===== src/rtl/uart_pkg.sv =====
// Shared types and constants for the UART transmit path.
package uart_pkg;

    typedef enum logic [1:0] {
        ST_IDLE  = 2'd0,
        ST_START = 2'd1,
        ST_DATA  = 2'd2,
        ST_STOP  = 2'd3
    } tx_state_t;

    localparam logic [7:0]  ADDR_DATA    = 8'h00;
    localparam logic [7:0]  ADDR_CTRL    = 8'h08;
    localparam logic [7:0]  ADDR_BAUD    = 8'h10;
    localparam logic [7:0]  ADDR_ENCODE  = 8'h14;

    localparam logic [15:0] DEF_BAUD_MIN = 16'd16;
    localparam logic [3:0]  NBITS_BIN    = 4'd8;
    localparam logic [3:0]  NBITS_SYM    = 4'd10;

    // Programmed divisors below the floor are clamped up to it.
    function automatic logic [15:0] eff_period(input logic [15:0] div, input logic [15:0] min_p);
        return (div < min_p) ? min_p : div;
    endfunction

endpackage


===== src/rtl/uart_tx_engine_if.sv =====
// Register-write bus and TX status bundle between the control decoder and the TX engine.
interface uart_tx_engine_if;
    logic        wr_en;
    logic [31:0] wdata;
    logic        data_ptr;
    logic        ctrl_ptr;
    logic        baud_ptr;
    logic        encode_ptr;
    logic        txd;
    logic        tx_busy;
    logic        fifo_full;
    logic        fifo_empty;
    logic        overflow;

    modport master (
        output wr_en, wdata, data_ptr, ctrl_ptr, baud_ptr, encode_ptr,
        input  txd, tx_busy, fifo_full, fifo_empty, overflow
    );

    modport slave (
        input  wr_en, wdata, data_ptr, ctrl_ptr, baud_ptr, encode_ptr,
        output txd, tx_busy, fifo_full, fifo_empty, overflow
    );
endinterface


===== src/rtl/uart_tx_fifo.sv =====
// Synchronous FIFO with registered full/empty; pushes when full and pops when empty are ignored.
module uart_tx_fifo #(
    parameter int DEPTH = 4,
    parameter int W     = 10
) (
    input  logic                     clk,
    input  logic                     rst,
    input  logic                     i_push,
    input  logic                     i_pop,
    input  logic [W-1:0]             i_wdata,
    output logic [W-1:0]             o_rdata,
    output logic                     o_full,
    output logic                     o_empty,
    output logic [$clog2(DEPTH):0]   o_count
);
    localparam int AW = $clog2(DEPTH);
    localparam int CW = AW + 1;

    logic [W-1:0]  r_mem [DEPTH];
    logic [AW-1:0] r_wr_ptr;
    logic [AW-1:0] r_rd_ptr;
    logic [CW-1:0] r_count;
    logic          r_full;
    logic          r_empty;

    logic          w_push;
    logic          w_pop;
    logic [CW-1:0] w_count_nxt;

    assign w_push      = i_push & ~r_full;
    assign w_pop       = i_pop & ~r_empty;
    assign w_count_nxt = r_count + CW'(w_push) - CW'(w_pop);

    always_ff @(posedge clk) begin
        if (rst) begin
            r_wr_ptr <= '0;
            r_rd_ptr <= '0;
            r_count  <= '0;
            r_full   <= 1'b0;
            r_empty  <= 1'b1;
        end else begin
            if (w_push) r_wr_ptr <= r_wr_ptr + 1'b1;
            if (w_pop)  r_rd_ptr <= r_rd_ptr + 1'b1;
            r_count <= w_count_nxt;
            r_full  <= (w_count_nxt == CW'(DEPTH));
            r_empty <= (w_count_nxt == '0);
        end
    end

    always_ff @(posedge clk) begin
        if (w_push) r_mem[r_wr_ptr] <= i_wdata;
    end

    assign o_rdata = r_mem[r_rd_ptr];
    assign o_full  = r_full;
    assign o_empty = r_empty;
    assign o_count = r_count;
endmodule


===== src/rtl/uart_tx_engine.sv =====
// UART transmitter: config registers, TX FIFO and start/data/stop serialiser.
module uart_tx_engine
    import uart_pkg::*;
#(
    parameter int          FIFO_DEPTH = 4,
    parameter logic [15:0] BAUD_RESET = 16'd434,
    parameter logic [15:0] BAUD_MIN   = DEF_BAUD_MIN
) (
    input  logic              clk,
    input  logic              rst,
    uart_tx_engine_if.slave   bus
);
    localparam int CW = $clog2(FIFO_DEPTH) + 1;

    logic        r_tx_en;
    logic [15:0] r_bauddiv;
    logic        r_mode10;
    logic        r_overflow;

    tx_state_t   r_state;
    logic [9:0]  r_shift;
    logic [15:0] r_period;
    logic [15:0] r_timer;
    logic [3:0]  r_nbits;
    logic [3:0]  r_bitcnt;
    logic        r_txd;
    logic        r_busy;

    logic          w_sel_ok;
    logic          w_wr_data;
    logic          w_wr_ctrl;
    logic          w_wr_baud;
    logic          w_wr_enc;
    logic          w_pop;
    logic [9:0]    w_fifo_rdata;
    logic          w_fifo_full;
    logic          w_fifo_empty;
    logic [CW-1:0] w_fifo_count;
    logic [15:0]   w_period_new;
    logic          w_unused_wdata;

    // Conflicting pointer selects are treated as no access at all.
    assign w_sel_ok  = bus.wr_en & $onehot({bus.data_ptr, bus.ctrl_ptr, bus.baud_ptr, bus.encode_ptr});
    assign w_wr_data = w_sel_ok & bus.data_ptr;
    assign w_wr_ctrl = w_sel_ok & bus.ctrl_ptr;
    assign w_wr_baud = w_sel_ok & bus.baud_ptr;
    assign w_wr_enc  = w_sel_ok & bus.encode_ptr;

    assign w_unused_wdata = ^bus.wdata[31:16];

    assign w_pop        = (r_state == ST_IDLE) & r_tx_en & (w_fifo_count != '0);
    assign w_period_new = eff_period(r_bauddiv, BAUD_MIN);

    uart_tx_fifo #(
        .DEPTH (FIFO_DEPTH),
        .W     (10)
    ) u_fifo (
        .clk     (clk),
        .rst     (rst),
        .i_push  (w_wr_data),
        .i_pop   (w_pop),
        .i_wdata (bus.wdata[9:0]),
        .o_rdata (w_fifo_rdata),
        .o_full  (w_fifo_full),
        .o_empty (w_fifo_empty),
        .o_count (w_fifo_count)
    );

    always_ff @(posedge clk) begin
        if (rst) begin
            r_tx_en    <= 1'b0;
            r_bauddiv  <= BAUD_RESET;
            r_mode10   <= 1'b0;
            r_overflow <= 1'b0;
        end else begin
            if (w_wr_ctrl) r_tx_en   <= bus.wdata[0];
            if (w_wr_baud) r_bauddiv <= bus.wdata[15:0];
            if (w_wr_enc)  r_mode10  <= bus.wdata[0];
            if (w_wr_ctrl && bus.wdata[1])
                r_overflow <= 1'b0;
            else if (w_wr_data && w_fifo_full)
                r_overflow <= 1'b1;
        end
    end

    // Period and width are latched at frame start so mid-frame config writes wait for the next frame.
    always_ff @(posedge clk) begin
        if (rst) begin
            r_state  <= ST_IDLE;
            r_shift  <= '0;
            r_period <= '0;
            r_timer  <= '0;
            r_nbits  <= '0;
            r_bitcnt <= '0;
            r_txd    <= 1'b1;
            r_busy   <= 1'b0;
        end else begin
            case (r_state)
                ST_START: r_txd <= 1'b0;
                ST_DATA:  r_txd <= r_shift[0];
                default:  r_txd <= 1'b1;
            endcase

            case (r_state)
                ST_IDLE: begin
                    if (w_pop) begin
                        r_shift  <= r_mode10 ? w_fifo_rdata : {2'b00, w_fifo_rdata[7:0]};
                        r_nbits  <= r_mode10 ? NBITS_SYM : NBITS_BIN;
                        r_period <= w_period_new;
                        r_timer  <= w_period_new - 16'd1;
                        r_busy   <= 1'b1;
                        r_state  <= ST_START;
                    end
                end
                ST_START: begin
                    if (r_timer == '0) begin
                        r_timer  <= r_period - 16'd1;
                        r_bitcnt <= r_nbits - 4'd1;
                        r_state  <= ST_DATA;
                    end else begin
                        r_timer <= r_timer - 16'd1;
                    end
                end
                ST_DATA: begin
                    if (r_timer == '0) begin
                        r_shift <= r_shift >> 1;
                        r_timer <= r_period - 16'd1;
                        if (r_bitcnt == '0)
                            r_state <= ST_STOP;
                        else
                            r_bitcnt <= r_bitcnt - 4'd1;
                    end else begin
                        r_timer <= r_timer - 16'd1;
                    end
                end
                ST_STOP: begin
                    if (r_timer == '0) begin
                        r_busy  <= 1'b0;
                        r_state <= ST_IDLE;
                    end else begin
                        r_timer <= r_timer - 16'd1;
                    end
                end
                default: r_state <= ST_IDLE;
            endcase
        end
    end

    assign bus.txd        = r_txd;
    assign bus.tx_busy    = r_busy;
    assign bus.fifo_full  = w_fifo_full;
    assign bus.fifo_empty = w_fifo_empty;
    assign bus.overflow   = r_overflow;
endmodule


===== src/flat_wrapper.sv =====
// flat-port wrapper written by rule: the top's interface ports become plain ports
module uart_tx_engine_flat import uart_pkg::*;
#(
    parameter int          FIFO_DEPTH = 4,
    parameter logic [15:0] BAUD_RESET = 16'd434,
    parameter logic [15:0] BAUD_MIN   = DEF_BAUD_MIN
)
  (clk, rst, bus_wr_en, bus_wdata, bus_data_ptr, bus_ctrl_ptr, bus_baud_ptr, bus_encode_ptr, bus_txd, bus_tx_busy, bus_fifo_full, bus_fifo_empty, bus_overflow);
  uart_tx_engine_if bus_i ();
  input  logic clk;
  input  logic rst;
  input wire logic [$bits(bus_i.wr_en)-1:0] bus_wr_en;
  input wire logic [$bits(bus_i.wdata)-1:0] bus_wdata;
  input wire logic [$bits(bus_i.data_ptr)-1:0] bus_data_ptr;
  input wire logic [$bits(bus_i.ctrl_ptr)-1:0] bus_ctrl_ptr;
  input wire logic [$bits(bus_i.baud_ptr)-1:0] bus_baud_ptr;
  input wire logic [$bits(bus_i.encode_ptr)-1:0] bus_encode_ptr;
  output wire logic [$bits(bus_i.txd)-1:0] bus_txd;
  output wire logic [$bits(bus_i.tx_busy)-1:0] bus_tx_busy;
  output wire logic [$bits(bus_i.fifo_full)-1:0] bus_fifo_full;
  output wire logic [$bits(bus_i.fifo_empty)-1:0] bus_fifo_empty;
  output wire logic [$bits(bus_i.overflow)-1:0] bus_overflow;
  assign bus_i.wr_en = bus_wr_en;
  assign bus_i.wdata = bus_wdata;
  assign bus_i.data_ptr = bus_data_ptr;
  assign bus_i.ctrl_ptr = bus_ctrl_ptr;
  assign bus_i.baud_ptr = bus_baud_ptr;
  assign bus_i.encode_ptr = bus_encode_ptr;
  assign bus_txd = bus_i.txd;
  assign bus_tx_busy = bus_i.tx_busy;
  assign bus_fifo_full = bus_i.fifo_full;
  assign bus_fifo_empty = bus_i.fifo_empty;
  assign bus_overflow = bus_i.overflow;
  uart_tx_engine #(.FIFO_DEPTH(FIFO_DEPTH), .BAUD_RESET(BAUD_RESET), .BAUD_MIN(BAUD_MIN)) u_core (.clk(clk), .rst(rst), .bus(bus_i));
endmodule

===== config.mk =====
export PLATFORM = sky130hd
export DESIGN_NAME = uart_tx_engine_flat
export DESIGN_NICKNAME = d
export VERILOG_FILES = /design/src/rtl/uart_pkg.sv /design/src/rtl/uart_tx_engine_if.sv /design/src/rtl/uart_tx_fifo.sv /design/src/rtl/uart_tx_engine.sv /design/src/flat_wrapper.sv
export SDC_FILE = /design/constraint.sdc
export NUM_CORES = 1
export LEC_CHECK = 0
export CAP_MARGIN = 20
export CORE_MARGIN = 2
export CORE_UTILIZATION = 30
export CTS_CLUSTER_DIAMETER = 30
export DETAILED_ROUTE_END_ITERATION = 7
export PLACE_DENSITY_LB_ADDON = 0.05
export SLEW_MARGIN = 25
export SYNTH_ARGS = -nofsm -noshare
export SYNTH_HDL_FRONTEND = slang
export SYNTH_SLANG_ARGS = --single-unit

===== constraint.sdc =====
create_clock -name clk -period 3.6 [get_ports clk]
set_input_delay 0.36 -clock clk [delete_from_list [all_inputs] [get_ports clk]]
set_output_delay 0.36 -clock clk [all_outputs]
set_load 0.02 [all_outputs]

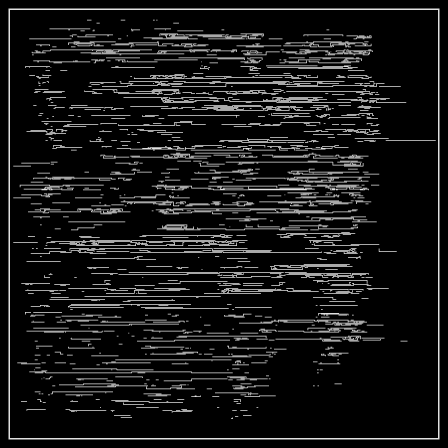
Figure 1: M1 wires.
nets with wire on the layer: 670
longest straight run: 46.5 um
share of all routed wire: 50%
Vias: 4,707
Total Routed Length: 16.0 mm
M1 GR Usage: 21.4%

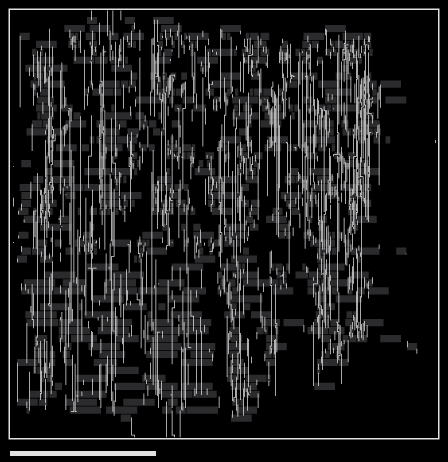
Figure 2: the metal 2 layer.
Bar = 50 um. Cells faint in the background.
longest straight run: 58.8 um
share of all routed wire: 46%
nets with wire on the layer: 545
routing usage on met2: 24.4%

==> results.sh <==
# implementation run metrics
export IMPL_clk_share_pct=7.65
export IMPL_endpoint="u_core.u_fifo.o_full$_SDFF_PP0_"
export IMPL_p_sw_w=0.00154
export IMPL_clockBufferCount=18
export IMPL_crit_chain="clkdlybuf4s50_1, ha_1, ha_1, fa_1, nor3_1, nand2_1, nor2_1, inv_1, ha_1, inv_1, ha_1, inv_1, fa_1, xnor2_1, nor2_1, and3_1"
export IMPL_status="finished, final reports clean"
export IMPL_ir_worst_vdd_mv=0.417
export IMPL_reg2reg_from="u_core.r_bauddiv[9]$_SDFFE_PP0P_"
export IMPL_path_buffers=4
export IMPL_hpwlAfterDp_mm=11.7
export IMPL_regMostFlops="u_core.u_fifo.r_mem"
export IMPL_leakagePower_nw=2.70
export IMPL_top_cell="nand2_1"
export IMPL_core_sq_um=20000
export IMPL_dp_cells=929
export IMPL_bufAreaShareNonClock_pct=7.22
export IMPL_startpoint_type="input port"
export IMPL_topCellsByArea="dfxtp_1 (27%), edfxtp_1 (20%), nand2_1 (6.1%)"
export IMPL_crit_path_top_delay_cell="fa_1"
export IMPL_placed_area_sq_um=6830
export IMPL_top_layer="met4"
export IMPL_ys_sh_adder_pct=4.57
export IMPL_fin_util_pct=37.0
export IMPL_diodes=0
export IMPL_grt_pass1_wl_mm=25.8
export IMPL_hold_buffers=0
export IMPL_setup_tns_ns=0
export IMPL_met3_length_um=566
export IMPL_path_clk_slew_ns=0.06
export IMPL_max_freq_ghz=0.305
export IMPL_synth_cell_types=69
export IMPL_met2WireLength_mm=7.41
export IMPL_ctsLongestPathBuffers=2
export IMPL_top_area_share_pct=27.0
export IMPL_timing_hold_ws_ns=0.475
export IMPL_clkPwrFrac_pct=36.8
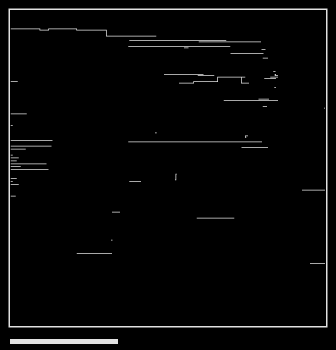
Figure 3: metal 3.
Bar = 50 um.
nets with wire on the layer: 39
wire length on this layer: 566 um
main direction: horizontal
longest straight run: 61.6 um
share of all routed wire: 3.5%
grt met3 use: 3.97%

